**src/rtl/m_muldiv_seq_if.sv**
```systemverilog
// Request/response bundle of the sequential multiply/divide unit.
// The master side issues requests and consumes results; the unit is the slave.
interface m_muldiv_seq_if #(
  parameter int XLEN  = 32,
  parameter int TAG_W = 5
);
  logic             in_valid;
  logic             in_ready;
  logic [2:0]       in_op;
  logic [XLEN-1:0]  in_a;
  logic [XLEN-1:0]  in_b;
  logic [TAG_W-1:0] in_tag;
  logic             flush;
  logic             out_valid;
  logic             out_ready;
  logic [XLEN-1:0]  out_result;
  logic [TAG_W-1:0] out_tag;
  logic             busy;

  modport master (
    output in_valid, in_op, in_a, in_b, in_tag, flush, out_ready,
    input  in_ready, out_valid, out_result, out_tag, busy
  );

  modport slave (
    input  in_valid, in_op, in_a, in_b, in_tag, flush, out_ready,
    output in_ready, out_valid, out_result, out_tag, busy
  );
endinterface

```
**src/rtl/m_muldiv_seq.sv**
```systemverilog
// RISC-V M-extension unit: single-cycle multiply, restoring divide (one quotient
// bit per cycle). Divide-by-zero and signed overflow take the short multiply path.
module m_muldiv_seq #(
  parameter int XLEN  = 32,
  parameter int TAG_W = 5
) (
  input  logic          clk,
  input  logic          resetn,
  m_muldiv_seq_if.slave bus
);
  localparam int CNT_W = $clog2(XLEN);

  typedef enum logic [2:0] {
    OP_MUL, OP_MULH, OP_MULHSU, OP_MULHU, OP_DIV, OP_DIVU, OP_REM, OP_REMU
  } op_e;

  typedef enum logic [2:0] {S_IDLE, S_MUL, S_DIV, S_FIX, S_DONE} state_e;

  state_e           state, state_nxt;
  op_e              op_q;
  logic [XLEN-1:0]  a_q, b_q;
  logic [TAG_W-1:0] tag_q;
  logic [XLEN:0]    rem_q;
  logic [XLEN-1:0]  dvd_q, dvs_q;
  logic [CNT_W-1:0] cnt_q;
  logic [XLEN-1:0]  result_q;
  logic [TAG_W-1:0] out_tag_q;

  // Request decode, evaluated on the raw inputs so the route is chosen at accept.
  logic            accept, in_signed_div, in_b_zero, in_ovf, in_slow;
  logic [XLEN-1:0] a_mag, b_mag;

  assign accept        = bus.in_valid && bus.in_ready;
  assign in_signed_div = bus.in_op[2] && !bus.in_op[0];
  assign in_b_zero     = (bus.in_b == '0);
  assign in_ovf        = in_signed_div && (bus.in_a == {1'b1, {(XLEN-1){1'b0}}})
                         && (bus.in_b == '1);
  assign in_slow       = bus.in_op[2] && !in_b_zero && !in_ovf;
  assign a_mag = (in_signed_div && bus.in_a[XLEN-1]) ? -bus.in_a : bus.in_a;
  assign b_mag = (in_signed_div && bus.in_b[XLEN-1]) ? -bus.in_b : bus.in_b;

  // Multiplier: both operands widened by one bit so every variant is a signed multiply.
  logic                   a_sx, b_sx;
  logic signed [XLEN:0]   a_ext, b_ext;
  logic [2*XLEN-1:0]      prod;

  assign a_sx  = (op_q inside {OP_MUL, OP_MULH, OP_MULHSU}) && a_q[XLEN-1];
  assign b_sx  = (op_q inside {OP_MUL, OP_MULH}) && b_q[XLEN-1];
  assign a_ext = $signed({a_sx, a_q});
  assign b_ext = $signed({b_sx, b_q});
  assign prod  = (2*XLEN)'((2*XLEN)'(a_ext) * (2*XLEN)'(b_ext));

  // Restoring divide step: subtract divisor from the partial remainder shifted left.
  logic [XLEN+1:0] trial;
  logic            q_bit;

  assign trial = {rem_q, dvd_q[XLEN-1]} - {2'b00, dvs_q};
  assign q_bit = !trial[XLEN+1];

  logic [XLEN-1:0] mul_result, fix_result;

  always_comb begin
    mul_result = '0;
    unique case (op_q)
      OP_MUL:                        mul_result = prod[XLEN-1:0];
      OP_MULH, OP_MULHSU, OP_MULHU:  mul_result = prod[2*XLEN-1:XLEN];
      OP_DIV, OP_DIVU:               mul_result = (b_q == '0) ? '1 : a_q;
      OP_REM, OP_REMU:               mul_result = (b_q == '0) ? a_q : '0;
      default:                       mul_result = '0;
    endcase
  end

  always_comb begin
    fix_result = '0;
    if (op_q inside {OP_DIV, OP_DIVU})
      fix_result = (op_q == OP_DIV && (a_q[XLEN-1] ^ b_q[XLEN-1])) ? -dvd_q : dvd_q;
    else
      fix_result = (op_q == OP_REM && a_q[XLEN-1]) ? -rem_q[XLEN-1:0] : rem_q[XLEN-1:0];
  end

  // NOTE: state registers use non-blocking assignments so every flop samples
  // pre-edge values regardless of the order simulators evaluate processes.
  always_ff @(posedge clk or negedge resetn) begin
    if (!resetn) state <= S_IDLE;
    else         state <= state_nxt;
  end

  // NOTE: every output of this block gets a default first, so no path
  // through the case leaves a variable unassigned and a latch is never inferred.
  always_comb begin
    state_nxt = state;
    unique case (state)
      S_IDLE: if (accept) state_nxt = in_slow ? S_DIV : S_MUL;
      S_MUL:  state_nxt = S_DONE;
      S_DIV:  if (cnt_q == CNT_W'(XLEN-1)) state_nxt = S_FIX;
      S_FIX:  state_nxt = S_DONE;
      S_DONE: if (bus.out_ready) state_nxt = S_IDLE;
      default: state_nxt = S_IDLE;
    endcase
    if (bus.flush) state_nxt = S_IDLE;
  end

  always_ff @(posedge clk or negedge resetn) begin
    if (!resetn) begin
      op_q      <= OP_MUL;
      a_q       <= '0;
      b_q       <= '0;
      tag_q     <= '0;
      rem_q     <= '0;
      dvd_q     <= '0;
      dvs_q     <= '0;
      cnt_q     <= '0;
      result_q  <= '0;
      out_tag_q <= '0;
    end else begin
      if (accept) begin
        op_q  <= op_e'(bus.in_op);
        a_q   <= bus.in_a;
        b_q   <= bus.in_b;
        tag_q <= bus.in_tag;
        rem_q <= '0;
        dvd_q <= a_mag;
        dvs_q <= b_mag;
        cnt_q <= '0;
      end
      if (state == S_DIV) begin
        rem_q <= q_bit ? trial[XLEN:0] : {rem_q[XLEN-1:0], dvd_q[XLEN-1]};
        dvd_q <= {dvd_q[XLEN-2:0], q_bit};
        cnt_q <= cnt_q + CNT_W'(1);
      end
      // A flushed operation must not disturb the visible result registers.
      if (!bus.flush && state == S_MUL) begin
        result_q  <= mul_result;
        out_tag_q <= tag_q;
      end
      if (!bus.flush && state == S_FIX) begin
        result_q  <= fix_result;
        out_tag_q <= tag_q;
      end
    end
  end

  assign bus.in_ready   = (state == S_IDLE) && !bus.flush;
  assign bus.busy       = (state != S_IDLE);
  assign bus.out_valid  = (state == S_DONE);
  assign bus.out_result = result_q;
  assign bus.out_tag    = out_tag_q;
endmodule

```
**src/flat_wrapper.sv**
```systemverilog
// flat-port wrapper written by rule: the top's interface ports become plain ports
module m_muldiv_seq_flat 
#(
  parameter int XLEN  = 32,
  parameter int TAG_W = 5
)
  (clk, resetn, bus_in_valid, bus_in_op, bus_in_a, bus_in_b, bus_in_tag, bus_flush, bus_out_ready, bus_in_ready, bus_out_valid, bus_out_result, bus_out_tag, bus_busy);
  m_muldiv_seq_if #(.XLEN(XLEN), .TAG_W(TAG_W)) bus_i ();
  input  logic clk;
  input  logic resetn;
  input wire logic [$bits(bus_i.in_valid)-1:0] bus_in_valid;
  input wire logic [$bits(bus_i.in_op)-1:0] bus_in_op;
  input wire logic [$bits(bus_i.in_a)-1:0] bus_in_a;
  input wire logic [$bits(bus_i.in_b)-1:0] bus_in_b;
  input wire logic [$bits(bus_i.in_tag)-1:0] bus_in_tag;
  input wire logic [$bits(bus_i.flush)-1:0] bus_flush;
  input wire logic [$bits(bus_i.out_ready)-1:0] bus_out_ready;
  output wire logic [$bits(bus_i.in_ready)-1:0] bus_in_ready;
  output wire logic [$bits(bus_i.out_valid)-1:0] bus_out_valid;
  output wire logic [$bits(bus_i.out_result)-1:0] bus_out_result;
  output wire logic [$bits(bus_i.out_tag)-1:0] bus_out_tag;
  output wire logic [$bits(bus_i.busy)-1:0] bus_busy;
  assign bus_i.in_valid = bus_in_valid;
  assign bus_i.in_op = bus_in_op;
  assign bus_i.in_a = bus_in_a;
  assign bus_i.in_b = bus_in_b;
  assign bus_i.in_tag = bus_in_tag;
  assign bus_i.flush = bus_flush;
  assign bus_i.out_ready = bus_out_ready;
  assign bus_in_ready = bus_i.in_ready;
  assign bus_out_valid = bus_i.out_valid;
  assign bus_out_result = bus_i.out_result;
  assign bus_out_tag = bus_i.out_tag;
  assign bus_busy = bus_i.busy;
  m_muldiv_seq #(.XLEN(XLEN), .TAG_W(TAG_W)) u_core (.clk(clk), .resetn(resetn), .bus(bus_i));
endmodule
```
**config.mk**
```make
export PLATFORM = sky130hd
export DESIGN_NAME = m_muldiv_seq_flat
export DESIGN_NICKNAME = d
export VERILOG_FILES = /design/src/rtl/m_muldiv_seq_if.sv /design/src/rtl/m_muldiv_seq.sv /design/src/flat_wrapper.sv
export SDC_FILE = /design/constraint.sdc
export NUM_CORES = 2
export LEC_CHECK = 0
export CORE_UTILIZATION = 55
export CTS_BUF_LIST = sky130_fd_sc_hd__clkbuf_8 sky130_fd_sc_hd__clkbuf_16
export DETAILED_ROUTE_END_ITERATION = 16
export PLACE_DENSITY = 0.76
export SLEW_MARGIN = 0
export SYNTH_ARGS = -nofsm -noshare
export SYNTH_HDL_FRONTEND = slang
export SYNTH_SLANG_ARGS = --single-unit
```
**constraint.sdc**
```tcl
create_clock -name clk -period 17.7 [get_ports clk]
set_input_delay 2.655 -clock clk [delete_from_list [all_inputs] [get_ports clk]]
set_output_delay 2.655 -clock clk [all_outputs]
set_load 0.01 [all_outputs]
```
**M1 wires**

Cells faint in the background.
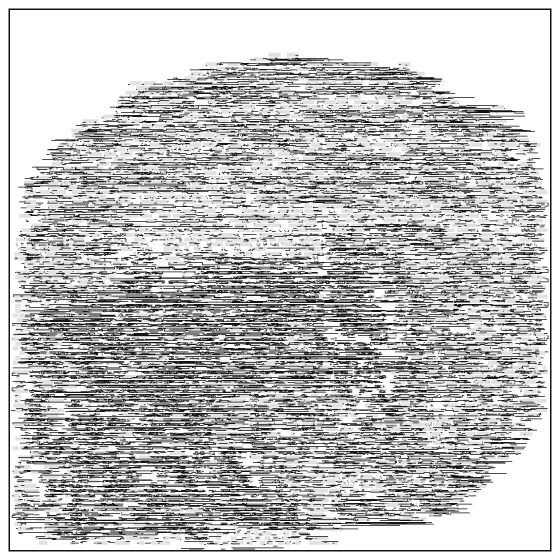
share of all routed wire: 38%
nets with wire on the layer: 6654
longest straight run: 78.7 µm
wire length on this layer: 58.2 mm
met1 GRT Util: 44.1%
WL final: 151000 µm
Vias: 41900

**The metal 2 layer**

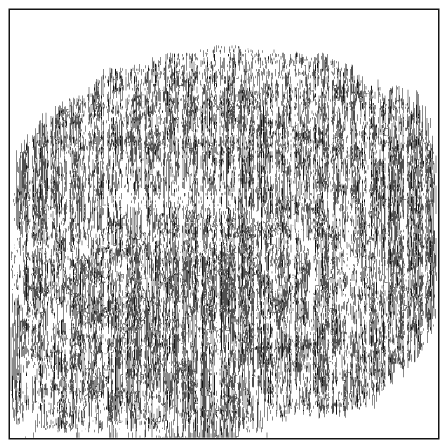
wire length on this layer: 69.7 mm
share of all routed wire: 46%
longest straight run: 81.6 µm
main direction: vertical
GR Util met2: 52.3%

**The metal 4 layer**

Cells faint in the background.
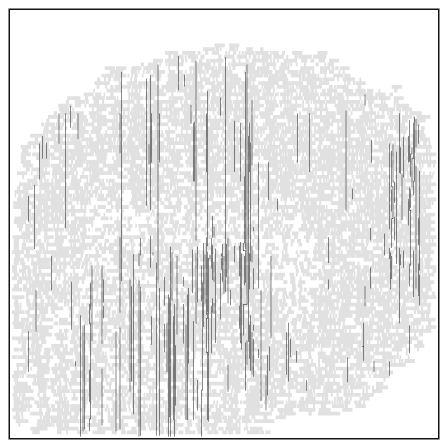
main direction: vertical
wire length on this layer: 8380 µm
share of all routed wire: 5.5%
nets with wire on the layer: 137

==> out/results.txt <==
DRC violations left = 0
Reg with most FFs = u_core.rem_q
FMAX = 105 MHz
Reg-to-Reg Start = u_core.op_q[2]$_DFFE_PN0P_
clock-cell share of area = 1.39%
# IOs = 117
Post-synth top cells = inv_1, fa_1, nand2_1
status = completed
vias in the first global route = 44100
layout cells sized above 1 = 2.73%
register area share after synthesis = 10.2%
Area after DPL = 54100 µm²
min-delay src = u_core.tag_q[3]$_DFFE_PN0P_
DP HPWL = 117000 µm
M1 WL = 58200 µm
total CTS buffers = 24
sequential cell area share = 9.72%
reg-to-reg setup timing slack = 8.15 ns
Chip Area = 96100 µm²
synthesis-to-finish area growth = 5.26%
Final Slew Violations = 0
Distinct lib cells used = 70
Via-to-Cell Ratio = 5.86
Fillers = 8307
DRT iter0 DRCs = 4046
# Cells Yosys = 6032
slew margin rel. = 24.0%
total of warnings raised by yosys = 0
RSZ-0062 raised after global routing = no
Top cell excl fill/tap = inv_1
hold buffers post-CTS = 0
Reg clk slew, reported paths = 0.07 ns
MUX area fraction = 0.655%
post-layout worst setup margin = 8.15 ns
DR pass1 iterations = 6
Setup violations, final = 0
antenna-violating nets left = 0
syn_area_per_cell = 8.65 µm²
CTS root buffer = clkbuf_16
Adder Share, Synth = 49.3%
Setup crit end = u_core.bus.out_result[31]$_DFFE_PN0P_
final worst-path cycle share = 53.9%
Chip Area, Yosys = 52200 µm²
Design Area, Final = 54900 µm²
port bufs = 116
Post-Synth Simple-Gate Area = 16.4%
Worst-Skew Late Latency = 0.55 ns
aoi share = 8.36%
CTS Buffer Depth = 3
gr ovfl total = 0
non-clock buffer share of cell area = 3.25%
synthesized area = 52200 µm²
Async S/R FF share, synth = 100%
tool warning count = 30
initial antenna violation count = 3
first-pass GRT wire length = 244000 µm
flop count = 213
comb area leader = adder cells
logic area = 40800 µm²
post-CTS sizing = 0
Synth area leader = fa_1
DIE WIDTH = 310 µm
Mapped Nets = 7487
Final Critical Period = 9.55 ns
Synth Area in XOR/XNOR = 3.49%
largest net degree at the start of global routing = 106
hold-critical path depth = 2
Comb area share = 74.3%
top-count cell post-synth = inv_1
ys flop type = dfrtp_1
ant diodes = 2
dpl ws = 8.20 ns
Final Skew = 0.0289 ns
Top Layer Used = met5
Required @ worst endpoint = 18.13 ns
Setup TNS Final = 0 ns
**Track usage over the die**

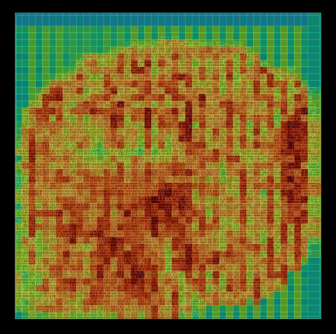
busiest grt layer: met2
DR WL/cell: 21.2 µm
routing usage on met3: 6.28%
GRT Total Usage: 33.0%

**Cell area per tile**

Bar = 100 µm. 31 x 31 tiles, from dark blue (low) to red (high), 0 to 100% covered.
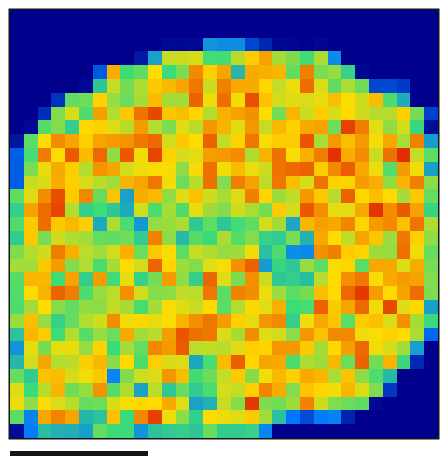
mean over tiles: 56%
nearly empty tiles: 17%
fullest tile: 95%
Init Core Util: 55.7%
core area: 93600 µm²
final core area utilization: 58.6%

[critical path, stage by stage, from the launching register on]
cell and delay (ns):
dfrtp_1 0.57, a211oi_4 0.28, buf_4 0.40, nand2_1 0.20
fa_1 0.57, fa_1 0.51, inv_1 0.07, fa_1 0.77
inv_1 0.26, fa_1 0.69, inv_1 0.52, fa_1 0.56
fa_1 0.55, inv_1 0.06, fa_1 0.46, fa_1 0.51
inv_1 0.05, ha_1 0.35, a21o_1 0.22, a21o_1 0.18
a21o_1 0.18, a21o_1 0.19, or4_1 0.47, a31oi_1 0.20
o21ai_0 0.14, xnor2_1 0.17, o21ai_0 0.09, a22o_1 0.21
